### Floorplan with the power grid, run 1

The bar under the picture is 10 microns long. Pins as bars on the die edge.
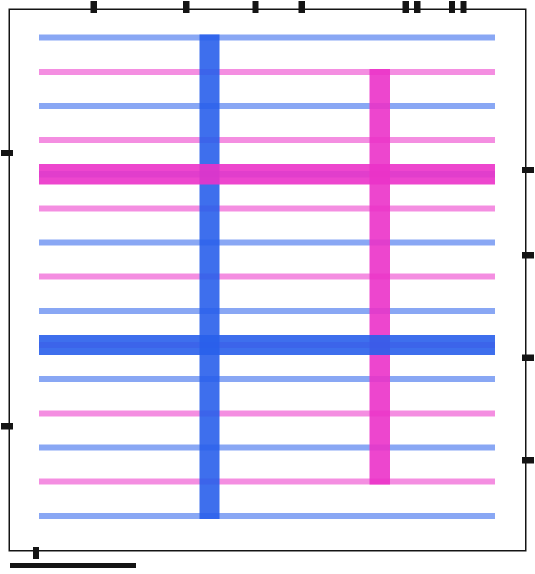
### Placed cells, one color a class, run 1

The bar under the picture is 10 microns long.
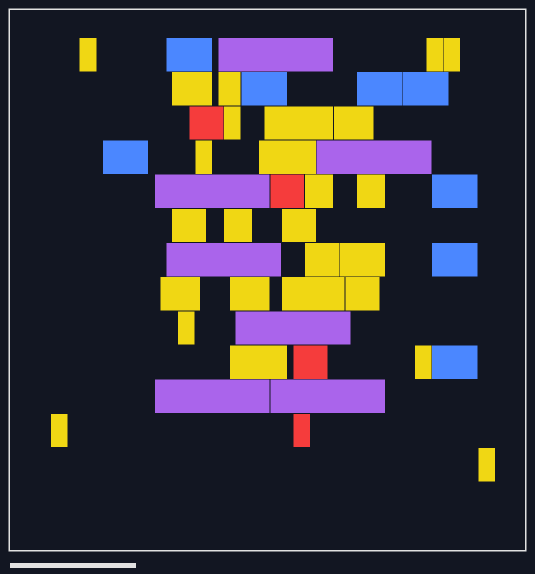
### Routed clock nets over the placement, run 1

The bar under the picture is 10 microns long.
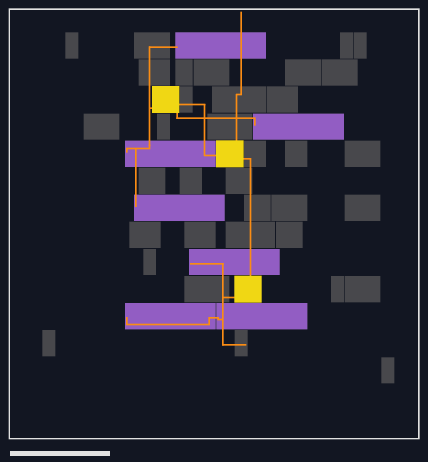
$ cat src/rtl/and_vec_pkg.sv
// Shared types and constants for the AND-gate stimulus sequencer.
package and_vec_pkg;
  typedef enum logic [1:0] {IDLE, APPLY, DONE} state_t;
  localparam int NUM_VECTORS = 4;
  localparam int VEC_W       = 2;
endpackage

$ cat src/rtl/and_vec_checker.sv
// Compares the returned gate output at each sample strobe; pulses mismatch
// one cycle later and keeps a saturating error count until cleared.
module and_vec_checker #(
  parameter int ERR_W = 4
) (
  input  logic             clk,
  input  logic             rst,
  input  logic             strobe_i,
  input  logic             exp_i,
  input  logic             s_i,
  input  logic             clr_i,
  output logic             mismatch_o,
  output logic [ERR_W-1:0] err_cnt_o
);
  logic             mismatch_q, mismatch_d;
  logic [ERR_W-1:0] err_q, err_d;
  logic             fail;

  assign fail = strobe_i && (s_i != exp_i);

  always_comb begin
    mismatch_d = fail;
    err_d      = err_q;
    if (clr_i) begin
      mismatch_d = 1'b0;
      err_d      = '0;
    end else if (fail && (err_q != {ERR_W{1'b1}})) begin
      err_d = err_q + ERR_W'(1);
    end
  end

  always_ff @(posedge clk or posedge rst) begin
    if (rst) begin
      mismatch_q <= 1'b0;
      err_q      <= '0;
    end else begin
      mismatch_q <= mismatch_d;
      err_q      <= err_d;
    end
  end

  assign mismatch_o = mismatch_q;
  assign err_cnt_o  = err_q;
endmodule

$ cat src/rtl/and_vec_driver.sv
// Clocked sequencer sweeping the AND gate inputs through 00..11, holding each
// vector HOLD_CYCLES cycles for NUM_PASSES sweeps. Checking under AND_VEC_CHECK_EN.
module and_vec_driver
  import and_vec_pkg::*;
#(
  parameter int HOLD_CYCLES = 4,
  parameter int NUM_PASSES  = 1,
  parameter int ERR_W       = 4
) (
  input  logic             clk,
  input  logic             rst,
  input  logic             start,
  input  logic             s_in,
  output logic             a,
  output logic             b,
  output logic [1:0]       vec_idx,
  output logic             busy,
  output logic             done,
  output logic             mismatch,
  output logic [ERR_W-1:0] err_cnt
);
  localparam int HW = $clog2(HOLD_CYCLES + 1);
  localparam int PW = $clog2(NUM_PASSES + 1);

  state_t           state_q, state_d;
  logic [HW-1:0]    hold_q, hold_d;
  logic [PW-1:0]    pass_q, pass_d;
  logic [VEC_W-1:0] vec_q, vec_d;
  logic             last_hold, accept, sample;

  assign last_hold = (hold_q == HW'(HOLD_CYCLES - 1));
  assign accept    = (state_q == IDLE) && start;
  assign sample    = (state_q == APPLY) && last_hold;

  always_comb begin
    state_d = state_q;
    hold_d  = hold_q;
    pass_d  = pass_q;
    vec_d   = vec_q;
    case (state_q)
      IDLE: if (start) begin
        state_d = APPLY;
        hold_d  = '0;
        pass_d  = '0;
        vec_d   = '0;
      end
      APPLY: begin
        hold_d = hold_q + HW'(1);
        if (last_hold) begin
          hold_d = '0;
          vec_d  = vec_q + VEC_W'(1);
          if (vec_q == VEC_W'(NUM_VECTORS - 1)) begin
            pass_d = pass_q + PW'(1);
            if (pass_q == PW'(NUM_PASSES - 1)) begin
              state_d = DONE;
              pass_d  = '0;
              vec_d   = '0;
            end
          end
        end
      end
      DONE:    state_d = IDLE;
      default: state_d = IDLE;
    endcase
  end

  always_ff @(posedge clk or posedge rst) begin
    if (rst) begin
      state_q <= IDLE;
      hold_q  <= '0;
      pass_q  <= '0;
      vec_q   <= '0;
    end else begin
      state_q <= state_d;
      hold_q  <= hold_d;
      pass_q  <= pass_d;
      vec_q   <= vec_d;
    end
  end

  assign vec_idx = vec_q;
  assign a       = vec_q[1];
  assign b       = vec_q[0];
  assign busy    = (state_q == APPLY);
  assign done    = (state_q == DONE);

`ifdef AND_VEC_CHECK_EN
  // Expected value is the a&b being driven before this edge's vector update.
  and_vec_checker #(.ERR_W(ERR_W)) u_chk (
    .clk       (clk),
    .rst       (rst),
    .strobe_i  (sample),
    .exp_i     (a & b),
    .s_i       (s_in),
    .clr_i     (accept),
    .mismatch_o(mismatch),
    .err_cnt_o (err_cnt)
  );
`else
  logic unused_chk;
  assign unused_chk = s_in ^ sample ^ accept;
  assign mismatch   = 1'b0;
  assign err_cnt    = '0;
`endif
endmodule
$ cat config.mk
export PLATFORM = sky130hd
export DESIGN_NAME = and_vec_driver
export DESIGN_NICKNAME = d
export VERILOG_FILES = /design/src/rtl/and_vec_pkg.sv /design/src/rtl/and_vec_checker.sv /design/src/rtl/and_vec_driver.sv
export SDC_FILE = /design/constraint.sdc
export NUM_CORES = 1
export LEC_CHECK = 0
export CAP_MARGIN = 10
export CORE_AREA = 2 2 39 41
export DETAILED_ROUTE_END_ITERATION = 8
export DIE_AREA = 0 0 41 43
export GPL_ROUTABILITY_DRIVEN = 1
export SLEW_MARGIN = 20
export SYNTH_ARGS = -nofsm -noshare
export SYNTH_HDL_FRONTEND = slang
export SYNTH_SLANG_ARGS = --single-unit
$ cat constraint.sdc
create_clock -name clk -period 2.9 [get_ports clk]
set_input_delay 0.58 -clock clk [delete_from_list [all_inputs] [get_ports clk]]
set_output_delay 0.58 -clock clk [all_outputs]
set_load 0.05 [all_outputs]
==> run_results.csv, run 1 <==
group,metric,value,unit
drt,detail_route.vias_per_cell,4.41,
clocking,cts_made_buffers,3,
logic_synthesis,synth_flop_count,7,
logic_synthesis,top_cells_by_count,"buf_4, dfrtp_1, a22o_1",
final_timing,rsz_0062_raised_after_global_routing,"no",
final_layout,area_growth_from_synthesis_to_layout,22.3,%
setup_path,critical_path_peak_fanout,7,
setup_path,worst-setup-path-type,"reg2out",
drt,route.detailed.drc,0,
drt,first_pass_iters,2,
logic_synthesis,synth.cell_area,399,sq um
logic_synthesis,synthCells,36,
power_and_ir_drop,sequentialPowerShare,27.7,%
global_routing,globalRoute.totalOverflow,0,
die,chip_area,1760,sq um
global_routing,global_route.usage.total,9.62,%
logic_synthesis,yosys-stat-area,399,sq um
flow_run,drv_cap,0,
clocking,cts_tree,"yes",
logic_synthesis,synth.mux.area_fraction,6.27,%
flow_run,stage_log_warnings,27,
clocking,holdBufCountCts,0,
final_layout,fillerInstances,149,
logic_synthesis,ys_sh_simple,13.2,%
power_and_ir_drop,power_density,1340,nW/um^2
logic_synthesis,fraction_of_the_mapped_netlist_area_in_compound_gates,15.4,%
final_layout,insertedDiodeCount,0,
clocking,clock_sinks,7,
drt,drt.antenna.violating_nets,0,
logic_synthesis,synth_stat.cells,36,
logic_synthesis,synth.cellmix.adderShare,6.27,%
final_timing,finalClockPeriodUsage,82.5,%
final_timing,final_hold_viol_count,0,
outcome,run_status,"completed",
final_timing,setup-violations-final,0,
worst_hold_path,hold_path_class,"reg2reg",
final_layout,drive_gt1_share,13.3,%
final_timing,layout_min_cycle_time,2390,ps
clocking,cts_resized,0,
drt,via_count,269,
global_routing,grt_antenna_before_repair,0,
logic_synthesis,synth_top_cell_by_area,"dfrtp_1",
logic_synthesis,yosys_warnings,0,
power_and_ir_drop,comb_power_share,58.6,%
logic_synthesis,enable_flop_cells,0,
clocking,htree_levels,1,
power_and_ir_drop,comb_group,0.383,mW
placement,io_buffers,8,
clocking,clock_tree.root_cell,"clkbuf_4",
logic_synthesis,flop_cell,"dfrtp_1",
power_and_ir_drop,top_power_group,"combinational logic",
clocking,cts_setup_buffers,0,
logic_synthesis,yosys.area_share.xor_xnor,0,%
logic_synthesis,topCellsByArea,"dfrtp_1, buf_4, a22o_1",
die,fp_util,28.8,%
final_timing,fmax,0.418,GHz
drt,wirelength,699,microns
placement,gp_congestion,0.692,
global_routing,grt_pass1_vias,247,
drt,detail_route.wl_per_cell,11.5,microns
logic_synthesis,share_of_the_synthesized_area_in_the_top_cell_type,43.9,%
final_timing,final_max_slew_viol_count,0,
power_and_ir_drop,cellInternalPower,0.347,mW
power_and_ir_drop,seq-power,0.181,mW
drt,initialDrtViolationCount,7,
setup_path,critical_path.startpoint_type,"flop",
setup_path,worstPathArrival,1810,ps
global_routing,grt_first_pass_wirelength,1160,microns
logic_synthesis,postSynthAreaPerCell,11.1,sq um
logic_synthesis,cell_variety_after_synth,19,
placement,hpwlAfterDp,488,microns
setup_path,worst-endpoint-required,2320,ps
clocking,cts.reportedPaths.clkPinSlew,50,ps
global_routing,grt_max_degree,8,
power_and_ir_drop,power.switching_fraction,46.9,%
logic_synthesis,seq_area_frac_synth,43.9,%
power_and_ir_drop,power_leakage,0.230,nW
logic_synthesis,yosys-dominant-comb-family,"AND-OR/OR-AND gates",
final_timing,setup_total_negative_slack,0,ps
final_layout,finish.net_count,52,
setup_path,critPathCaptureType,"primary output",
power_and_ir_drop,post-layout-total-power,0.654,mW
die,num_io_pins,15,
clocking,clockBufferDepth,2,
power_and_ir_drop,power_switching,0.307,mW
logic_synthesis,synth_async_sr_flop_share,100,%
-- 'Floorplan with the power grid' (at the start) --
magenta -> VDD
blue -> VSS
signal pins = 15
met1 rails = 15
met4 straps = 2
rows = 14
horizontal extent of the die: 41 microns
overall die height: 43 microns
Peak VDD IR: 0.459 mV
Std-Cell Core Area: 1380 sq um

-- 'Placed cells, one color a class' (at the start) --
purple -> sequential cells  # cells 7, share of their area 37%
red -> clock drivers and dummy loads  # cells 4, share of their area 5.6%
blue -> remaining buffers and delay cells  # cells 8, share of their area 17%
yellow -> combinational and other logic  # cells 26, share of their area 40%
sequential cell area share: 35.9%
cell area after layout: 488 sq um
share of the core filled with cells: 35.3%
Site Rows: 14

-- 'Routed clock nets over the placement' (at the start) --
yellow -> clock drivers  # count 3
orange -> clock wires  # length 106 microns
purple -> flip-flops  # count 7
routed clock nets = 4
insertion delay at the late pin of the worst-skew pair: 250 ps
clock network fraction of total power: 13.7%
clock network power: 0.0896 mW
setup clock skew after layout: 2.40 ps

[run 1: area by class of cell]
type,instances,area (sq um),share of cell area [%]
Clock buffer,4,26.3,5.38
Inverter,1,3.75,0.769
Multi-Input combinational cell,25,183,37.4
Sequential cell,7,175,35.9
Tap cell,16,20.0,4.10
Timing Repair Buffer,8,80.1,16.4
[run 1: state kept, by name (all words and copies together), names as in the netlist]
signal	count
state_q	2
hold_q	3
vec_idx	2
[run 1: logic make-up after synthesis]
logic type	count (synthesis)
buffers and inverters	8
AND/OR/NAND/NOR	8
multiplexers	2
adder cells (fa/ha/maj)	2
flip-flops	7
other	1
AND-OR/OR-AND	8
[run 1: metrics by stage]
| step | setup WS, ps | utilization [%] | instances | hold slack (ps) | area, sq um |
|---|---|---|---|---|---|
| after floorplan | 1190 | - | 40 | 383 | 414 |
| after global placement | 786 | 33.4 | 57 | 488 | 462 |
| after detailed placement | 787 | 33.4 | 57 | 493 | 462 |
| after CTS | 495 | 35.3 | 61 | 509 | 488 |
| after global routing | 418 | 35.3 | 61 | 522 | 488 |
| final | 508 | 35.3 | 61 | 509 | 488 |
[run 1: cells in the final DEF (no fill, tap or decap)]
| cell type | netlist | final |
|---|---|---|
| clkbuf_1 | 0 | 1 |
| mux2_4 | 1 | 1 |
| nor2b_1 | 2 | 2 |
| o21ai_0 | 1 | 1 |
| dfrtp_1 | 7 | 7 |
| o21a_1 | 1 | 1 |
| a31oi_1 | 1 | 1 |
| o21bai_1 | 1 | 1 |
| mux2i_1 | 1 | 1 |
| a32oi_1 | 1 | 1 |
| inv_1 | 1 | 1 |
| and3_2 | 1 | 1 |
| nor2b_4 | 1 | 1 |
| a22o_1 | 3 | 3 |
| clkbuf_4 | 0 | 3 |
| conb_1 | 1 | 5 |
| nand2_1 | 1 | 1 |
| and2b_1 | 1 | 1 |
| nor2_1 | 2 | 2 |
| ha_1 | 2 | 2 |
| clkdlybuf4s50_1 | 0 | 8 |
[run 1: per-layer routing]
metal | vias to the layer above | GRT usage [%] | share of wire (%)
met1 | 131 | 15.2 | 50
li1 | 132 | - | -
met3 | 0 | 1.57 | 3.3
met5 | - | 0 | 0
met4 | 0 | 6.00 | 0
met2 | 6 | 11.6 | 46
[run 1: critical path, stage by stage, from the launching register on]
cell,delay (ps)
dfrtp_1,480
and2b_1,250
clkdlybuf4s50_1,830
[run 1: final timing paths]
| kind | startpoint | to | slack [ps] | depth (start not counted) |
|---|---|---|---|---|
| max in group asynchronous | rst | hold_q[2]$_DFFE_PP0P_ | 2110 | 2 |
| min in group asynchronous | rst | hold_q[0]$_DFFE_PP0P_ | 570 | 2 |
| setup reg to reg | vec_idx[0]$_DFFE_PP0P_ | vec_idx[1]$_DFFE_PP0P_ | 1520 | 4 |
| hold reg to reg | hold_q[1]$_DFFE_PP0P_ | hold_q[1]$_DFFE_PP0P_ | 510 | 1 |
| hold / removal | hold_q[1]$_DFFE_PP0P_ | hold_q[1]$_DFFE_PP0P_ | 510 | 1 |
| setup / recovery | state_q[0]$_DFFE_PP0P_ | busy | 510 | 2 |
## Run 2: what changed since run 1
==> constraint.sdc (replaced) <==
create_clock -name clk -period 2.3 [get_ports clk]
set_input_delay 0.46 -clock clk [delete_from_list [all_inputs] [get_ports clk]]
set_output_delay 0.46 -clock clk [all_outputs]
set_load 0.05 [all_outputs]
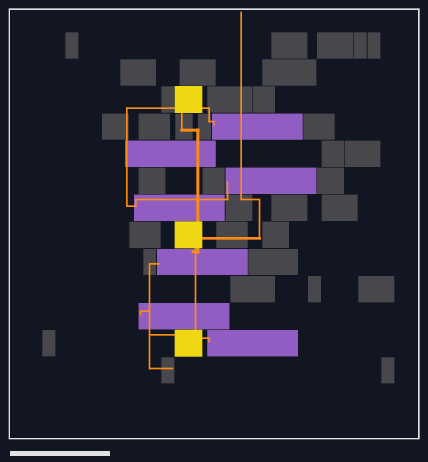
*Routed clock nets over the placement, run 2*
The bar under the picture is 10 microns long.
yellow -> clock drivers  # count 3
purple -> flip-flops  # count 7
orange -> clock wires  # length 116 microns
routed clock nets = 4
clock network fraction of total power: 13.8%
setup clock skew after layout: 5.72 ps
clock network power: 0.112 mW

==> run 2 against run 1 <==
Compared with the run above: via count down 2.6%; die size unchanged; critical path depth unchanged; non-clock buffer count unchanged; global-route usage about the same; synthesized area unchanged; hold slack worse by 68 ps; final cell count unchanged; clock power up 25%; design area down 0.51%; critical endpoint is now done.
==> run_results.csv, run 2 <==
group,metric,value,unit
outcome,run_status,"completed",
die,fp_util,28.8,%
drt,detail_route.wl_per_cell,11.4,microns
power_and_ir_drop,ir_drop,0.547,mV
logic_synthesis,synth_top_cell_by_area,"dfrtp_1",
logic_synthesis,enable_flop_cells,0,
logic_synthesis,synth.cell_area,399,sq um
flow_run,drv_cap,0,
final_layout,drive_gt1_share,15.6,%
final_layout,area_growth_from_synthesis_to_layout,21.6,%
global_routing,globalRoute.totalOverflow,0,
final_layout,layout.cells.most_common_list,"dfrtp_1, clkdlybuf4s50_1, conb_1, a22o_1, clkbuf_4",
worst_hold_path,hold_path_class,"in2async",
drt,route.detailed.drc,0,
power_and_ir_drop,cellInternalPower,0.434,mW
global_routing,grt_first_pass_wirelength,1060,microns
global_routing,grt_antenna_before_repair,0,
final_timing,timing.hold.ws,442,ps
final_layout,largest_register_ffs,3,
die,die_width,41,microns
placement,detailed_place.area,459,sq um
setup_path,worst-setup-path-type,"reg2out",
placement,io_buffers,8,
clocking,clock_tree.root_cell,"clkbuf_4",
drt,via_count,262,
power_and_ir_drop,power_density,1680,nW/um^2
setup_path,critical_path.startpoint_type,"flop",
logic_synthesis,top_cells_by_count,"buf_4, dfrtp_1, a22o_1",
logic_synthesis,cell_variety_after_synth,19,
final_timing,rsz_0062_raised_after_global_routing,"no",
setup_path,cp.buffers_inverters,1,
logic_synthesis,yosys_warnings,0,
final_timing,setup-violations-final,0,
logic_synthesis,synth_async_sr_flop_share,100,%
drt,first_pass_iters,4,
logic_synthesis,share_of_the_synthesized_area_in_the_top_cell_type,43.9,%
power_and_ir_drop,power_switching,0.384,mW
clocking,cts_setup_buffers,0,
final_timing,layout_min_cycle_time,2090,ps
global_routing,global_route.usage.total,9.63,%
final_timing,fmax,0.478,GHz
final_layout,fin_cells,61,
setup_path,critical_path.cell_chain,"nor2b_1 -> clkdlybuf4s50_1",
logic_synthesis,synth_flop_count,7,
setup_path,crit_slowest_cell,"clkdlybuf4s50_1",
drt,drt.antenna.violating_nets,0,
final_layout,fillerInstances,151,
clocking,cts_made_buffers,3,
setup_path,critical_path_peak_fanout,7,
flow_run,stage_log_warnings,27,
final_layout,registers.top_by_ff_count,"hold_q",
die,core_area,1380,sq um
clocking,cts.reportedPaths.clkPinSlew,50,ps
placement,hpwlAfterDp,485,microns
logic_synthesis,synth_stat.cells,36,
setup_path,critPathCaptureType,"primary output",
setup_path,top_delay_family_on_crit_path,"buffers and inverters",
power_and_ir_drop,sequentialPowerShare,27.6,%
die,die.size.y,43,microns
drt,detail_route.vias_per_cell,4.30,
clocking,cts_resized,0,
clocking,holdBufCountCts,0,
logic_synthesis,seq_area_frac_synth,43.9,%
final_timing,final_max_slew_viol_count,0,
final_timing,final_hold_viol_count,0,
[run 2: cell counts after synthesis]
No cell type changed its count.
[run 2: layout make-up]
type                       instances  area, sq um  area share (%)
clock buffer                       4         26.3            5.41
tap                               16         20.0            4.12
sequential                         7          175            36.1
timing repair buffer               8         77.6            16.0
inverter                           1         3.75           0.773
multi-input combinational         25          183            37.6
[run 2: power groups by stage]
| stage | combinational, mW | sequential (mW) | clock [mW] |
|---|---|---|---|
| after detailed placement | 0.479 | 0.227 | 0 |
| final | 0.479 | 0.226 | 0.112 |
| after floorplan | 0.334 | 0.275 | 0 |
| after CTS | 0.483 | 0.225 | 0.113 |
| after global placement | 0.473 | 0.226 | 0 |
| after global routing | 0.515 | 0.233 | 0.119 |
[run 2: final timing paths]
kind / from / end / slack (ps) / cells past startpoint
worst max-delay path: state_q[0]$_DFFE_PP0P_ / done / 210 / 2
worst min-delay path: rst / state_q[0]$_DFFE_PP0P_ / 440 / 2
worst max register to register: hold_q[0]$_DFFE_PP0P_ / vec_idx[1]$_DFFE_PP0P_ / 900 / 4
worst min register to register: hold_q[1]$_DFFE_PP0P_ / hold_q[1]$_DFFE_PP0P_ / 510 / 1
max in group asynchronous: rst / hold_q[2]$_DFFE_PP0P_ / 1640 / 2
min in group clk: hold_q[1]$_DFFE_PP0P_ / hold_q[1]$_DFFE_PP0P_ / 510 / 1
[run 2: kinds of logic after synthesis]
logic type / share of synthesized area, %
AND/OR/NAND/NOR: 13.2
multiplexers: 6.27
buffers and inverters: 14.1
adder cells (fa/ha/maj): 6.27
other: 0.940
flip-flops: 43.9
AND-OR/OR-AND: 15.4
[run 2: metrics by stage]
step,util [%],power (mW),setup WS [ps]
6_report,35.1,0.817,210
5_1_grt,35.1,0.867,144
4_1_cts,35.1,0.821,206
3_5_place_dp,33.2,0.706,483
3_3_place_gp,33.2,0.699,480
2_1_floorplan,-,0.609,659
[run 2: per-layer routing]
layer,share of wire [%],track usage (%),vias up
li1,-,-,133
met4,1.7,12.0,0
met2,43,10.3,10
met5,0,0,-
met1,50,13.6,117
met3,4.9,1.57,2
[run 2: worst reg2reg max path: stages, from the launching register on]
cell     delay, ps
dfrtp_1        380
ha_1           180
nor2b_4        230
mux2_4         310
a22o_1         180
Power figures rest on the tool's default switching activity, not on a simulated workload.
